==> config.mk <==
export PLATFORM = sky130hd
export DESIGN_NAME = aes_ct_serializer
export DESIGN_NICKNAME = d
export VERILOG_FILES = /design/src/rtl/aes_ct_serializer.sv
export SDC_FILE = /design/constraint.sdc
export NUM_CORES = 1
export LEC_CHECK = 0
export ABC_AREA = 1
export CAP_MARGIN = 20
export CORE_ASPECT_RATIO = 1.25
export CORE_MARGIN = 2
export CORE_UTILIZATION = 35
export DETAILED_ROUTE_END_ITERATION = 8
export PLACE_DENSITY = 0.49
export SETUP_SLACK_MARGIN = 0.4
export SYNTH_ARGS = -nofsm -noshare
export SYNTH_HDL_FRONTEND = slang
export SYNTH_SLANG_ARGS = --single-unit
==> constraint.sdc <==
create_clock -name clk -period 23.2 [get_ports clk]
set_input_delay 3.48 -clock clk [delete_from_list [all_inputs] [get_ports clk]]
set_output_delay 3.48 -clock clk [all_outputs]
set_load 0.005 [all_outputs]
Fig. 1: run 1, wiring heat map
Scale: 1.5 px per µm. 19 x 23 tiles, from dark blue (low) to red (high), scaled to the fullest tile. Values are wire area over tile area, all layers added.
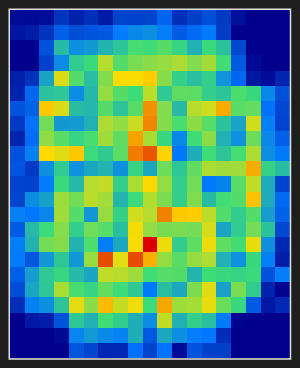
mean over tiles: 0.16
nearly empty tiles: 8.7%
tiles over half the peak: 36%
fullest tile: 0.42
densest ninth of the die: middle
post-DR wirelength/cell: 18.2 µm
Vias: 12.7k
WL final: 44,900 µm
GR Util All Layers: 0.209

Fig. 2: run 1, M2 wires
Scale: 2 px per µm. Cells faint in the background.
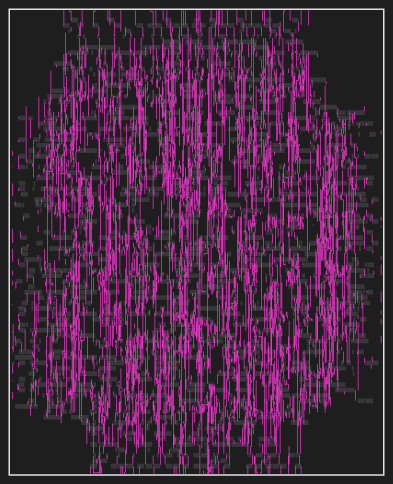
longest straight run: 80.2 µm
share of all routed wire: 48%
main direction: vertical
nets with wire on the layer: 1,486
wire length on this layer: 21.5 mm
met2 GRT Util: 0.355

Fig. 3: run 1, signal wires on met3
Scale: 2 px per µm. Cells faint in the background.
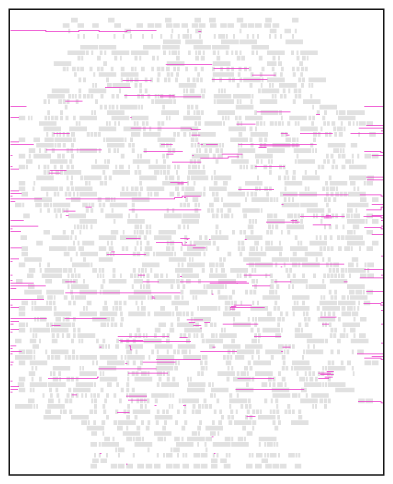
wire length on this layer: 1,890 µm
main direction: horizontal
share of all routed wire: 4.2%
nets with wire on the layer: 138
longest straight run: 57.3 µm
met3 Track Usage GR: 0.0245

==> reports/results.txt, run 1 <==
chip width: 187 µm
# fillers: 4,380
clock tree sinks: 264
skew final: 13.9 ps
H-tree Lvls: 1
sequential power share: 0.402
register area: 0.00661 mm²
Final WS setup: 16,480 ps
Worst path slowest cell: buf_4
floorplan utilization: 0.354
vias in the first global route: 13.3k
CTS Buffer Depth: 3
Sw Share: 0.340
yosys cell count: 1,874
row count: 83
cycle use final: 0.289
# DRC: 0
CTS tree: built
outcome: complete, no violations
Top Metal Used: met4
P_leak: 8.46 nW
cells after synthesis: 1,874
WL met2: 21,500 µm
instance count on the critical path: 9
number of DRC markers in iteration 0: 853
CP max stage delay: 950 ps
iteration count of the initial detailed-routing pass: 5
Die ar.: 0.0433 mm²
RSZ-0062 raised after global routing: no
Tot Pwr: 0.00177 W
critical path class: input port to flop
Final Hold Viols: 0
Signal buf overhead: 0.0941
Non-clk bufs: 163
Non-clk invs: 131
crit-path max FO: 105
Slew headroom: 0.230
nets: 2,031
Avg Cell Area, Syn: 7.78 µm²
aoi share: 0.116
Die Ht: 232 µm
area of the core: 0.0411 mm²
grt ovf: 0
Critical Path AT: 7200 ps
Mux area share: 0
post-route setup TNS: 0 ps
Seq cells: 264
Area Growth Syn to Fin: 16.8%
logic area: 0.00659 mm²
clock root cell: clkbuf_16
## run 1: power by group through the flow
| stage | registers, W | clock network (W) | logic, W |
|---|---|---|---|
| global placement | 0.000714 | 0 | 0.000554 |
| detailed placement | 0.000714 | 0 | 0.000561 |
| global route | 0.000730 | 0.000529 | 0.000632 |
| finish | 0.000711 | 0.000501 | 0.000555 |
| floorplan | 0.000687 | 0 | 0.000443 |
| CTS | 0.000709 | 0.000511 | 0.000563 |
## run 1: cell usage in the layout (no fill, tap or decap), types with 2 or more instances in the layout
cell type          n
o211ai_1           8
o21ai_2           81
o21ai_1           32
clkdlybuf4s50_1  143
a21oi_1           10
clkbuf_8           9
clkinv_2           9
nand2_1          401
inv_1            128
dfrtp_1          263
clkbuf_16         31
o21ai_0          138
nand3_1          490
buf_4             19
or2_2            120
bufinv_16          2
nand2_4            4
nor2_1            13
clkbuf_1           7
## run 1: cell usage after synthesis
cell | instances | area, µm²
buf_2 | 49 | 245
ha_1 | 1 | 12.5
nor2_1 | 13 | 48.8
nand2_2 | 2 | 12.5
nand2_4 | 2 | 22.5
clkbuf_1 | 76 | 285
inv_1 | 130 | 488
nand3_4 | 1 | 17.5
buf_1 | 4 | 15.0
a22o_1 | 1 | 8.76
a21oi_1 | 10 | 50.1
dfrtp_1 | 264 | 6610
inv_2 | 1 | 3.75
a21o_1 | 1 | 7.51
o21ai_0 | 138 | 691
nor2_2 | 2 | 12.5
buf_8 | 1 | 15.0
o21ai_2 | 82 | 718
nand3_1 | 490 | 2450
or2_2 | 120 | 751
buf_6 | 15 | 169
nand2_1 | 403 | 1510
o211ai_1 | 8 | 60.1
o21ai_1 | 32 | 160
buf_4 | 27 | 203
xor2_1 | 1 | 8.76
Fig. 4: run 1, routing congestion map
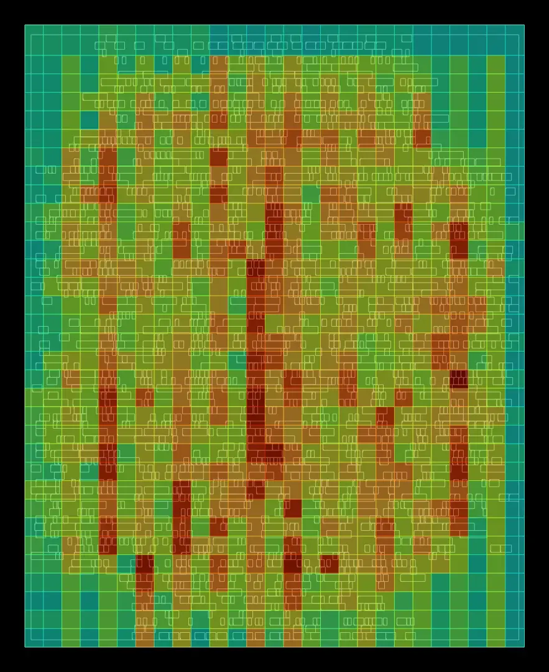

==> inputs of run 2 (changes only) <==
==> constraint.sdc (replaced) <==
create_clock -name clk -period 6.4 [get_ports clk]
set_input_delay 0.96 -clock clk [delete_from_list [all_inputs] [get_ports clk]]
set_output_delay 0.96 -clock clk [all_outputs]
set_load 0.005 [all_outputs]
Fig. 5: run 2, routing congestion map
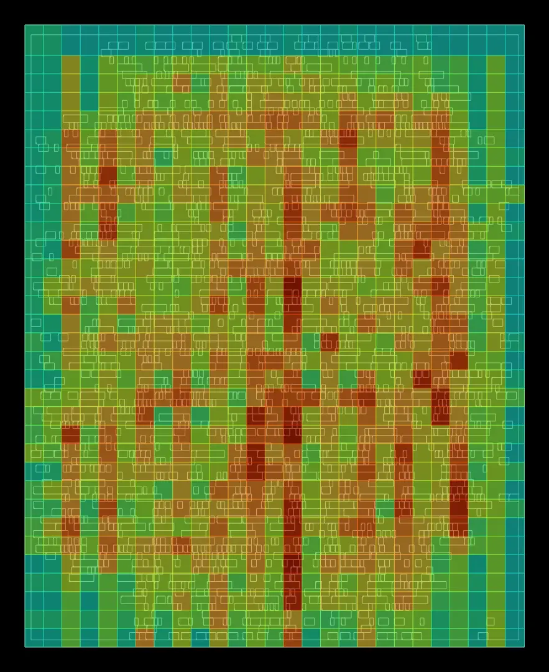
met2 GRT Util: 0.350
busiest metal layer after global routing: met2
post-DR wirelength/cell: 18.0 µm
GR met1 Demand/Resource: 0.281

==> run 2 against run 1 <==
  * Clock skew decreased by 8.2 ps
  * Largest power group unchanged
  * Critical path type is now flop to flop
  * Combinational power increased to 3.6 times the previous value
  * Global-route usage decreased by 0.26 points
  * Register-to-register slack got worse by 16000 ps
  * First-iteration DRC count increased by 13%
  * Largest cell class unchanged
  * Sequential share of layout area increased by 0.20 points
  * Non-clock buffer count decreased by 1
==> reports/results.txt, run 2 <==
cycle use final: 0.618
Final WS setup: 2450 ps (-14,040 ps)
ys flop type: dfrtp_1
Die ar.: 0.0433 mm² (unchanged)
Top cells excl fill/tap: nand3_1 (490), nand2_1 (401), dfrtp_1 (263)
outcome: complete, no violations
Worst-Margin Slew: 1060 ps
H-tree Lvls: 1 (unchanged)
Post-synth top cells: nand3_1 (490), nand2_1 (403), dfrtp_1 (264), o21ai_0 (138), inv_1 (130)
row count: 83 (unchanged)
skew final: 5.71 ps (-8.21 ps)
CTS Buf Count: 31
leading area contributor after synthesis: dfrtp_1
Area Growth Syn to Fin: 16.2%
clock root cell: clkbuf_16
top cells, area: dfrtp_1 (45%), nand3_1 (17%), nand2_1 (10%)
most common cell in the synthesized netlist: nand3_1
EDFF count, synth: 0 (unchanged)
chip width: 187 µm (unchanged)
CTS Buffer Depth: 3 (unchanged)
P_leak: 8.41 nW (-0.64%)
# fillers: 4,282 (-2.2%)
floorplan utilization: 0.354 (unchanged)
Die Ht: 232 µm (unchanged)
global placement routability congestion: 0.778
post-route setup TNS: 0 ps (unchanged)
Worst-path clk slew: 60 ps
Critical Path AT: 4440 ps (-2760 ps)
CTS tree: built
critical path class: flop to flop
Avg Cell Area, Syn: 7.78 µm² (unchanged)
nets: 2,030 (-0.049%)
Worst Reg-to-Reg Cells: 7
Final Hold Viols: 0 (unchanged)
crit-path max FO: 135 (+29%)
yosys cell count: 1,874 (unchanged)
RSZ-0062 raised after global routing: no
grt ovf: 0 (unchanged)
Cells after DPL: 2,416
asr flop ratio synth: 1.00 (unchanged)
vias in the first global route: 12.8k (-3.6%)
cells after synthesis: 1,874 (unchanged)
iteration count of the initial detailed-routing pass: 5 (unchanged)
# DRC: 0 (unchanged)
Tot Pwr: 0.00633 W (+260%)
Dominant cell area share: 0.453 (unchanged)
Fig. 6: run 2, wiring heat map
Scale: 1.5 px per µm. 19 x 23 tiles, from dark blue (low) to red (high), scaled to the fullest tile. Values are wire area over tile area, all layers added.
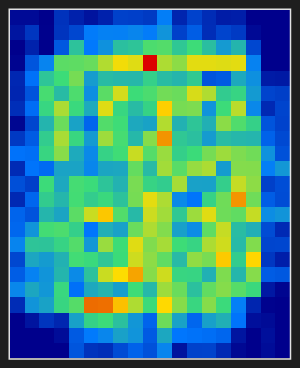
mean over tiles: 0.16
nearly empty tiles: 7.6%
densest ninth of the die: middle
WL final: 44,400 µm
GR Util All Layers: 0.206

==> run 2: cell types whose count changed in the layout (fill, tap and decap cells not counted) <==
cell and delta:
inv_6 -1, buf_12 +1, clkbuf_8 -4, clkinv_2 -2, buf_16 -1, clkinvlp_4 +1
buf_4 -1, inv_8 -1, clkbuf_1 +1
==> run 2: cell families after synthesis <==
logic type               after synthesis  share of synthesized area
XOR/XNOR                               1                   0.000601
buffers and inverters                303                     0.0977
AND-OR/OR-AND                        272                      0.116
adder cells (fa/ha/maj)                1                   0.000858
AND/OR/NAND/NOR                     1033                      0.331
flip-flops                           264                      0.453
==> run 2: report_power, final <==
group / total, W / switching, W / internal [W]
combinational: 0.00202 / 0.00113 / 0.000889
clock: 0.00173 / 0.000715 / 0.00102
sequential: 0.00257 / 0.000309 / 0.00226
==> run 2: critical path: stages, from the launching register on <==
cell and delay [ps]:
dfrtp_4 930, nand2_4 600, o21ai_2 320, nand2_2 220, nand2_8 630, buf_4 750
nand2_1 140, o21ai_2 90
==> run 2: layout make-up <==
type	count	area [µm²]	area share
multi-input combinational	1307	6590	0.389
clock inverter	8	90.1	0.00532
tap	552	691	0.0408
inverter	131	499	0.0295
sequential	264	6610	0.390
clock buffer	44	875	0.0516
timing repair buffer	162	1590	0.0937
==> run 2: routing by layer <==
layer | share of wire | up-vias | track usage | wire length, µm
li1 | - | 6216 | - | -
met1 | 0.46 | 6143 | 0.281 | 20500
met2 | 0.48 | 329 | 0.350 | 21200
met5 | 0 | - | 0 | 0
met4 | 0.019 | 0 | 0.0523 | 841
met3 | 0.043 | 47 | 0.0230 | 1910
Power and IR drop assume default switching activity.
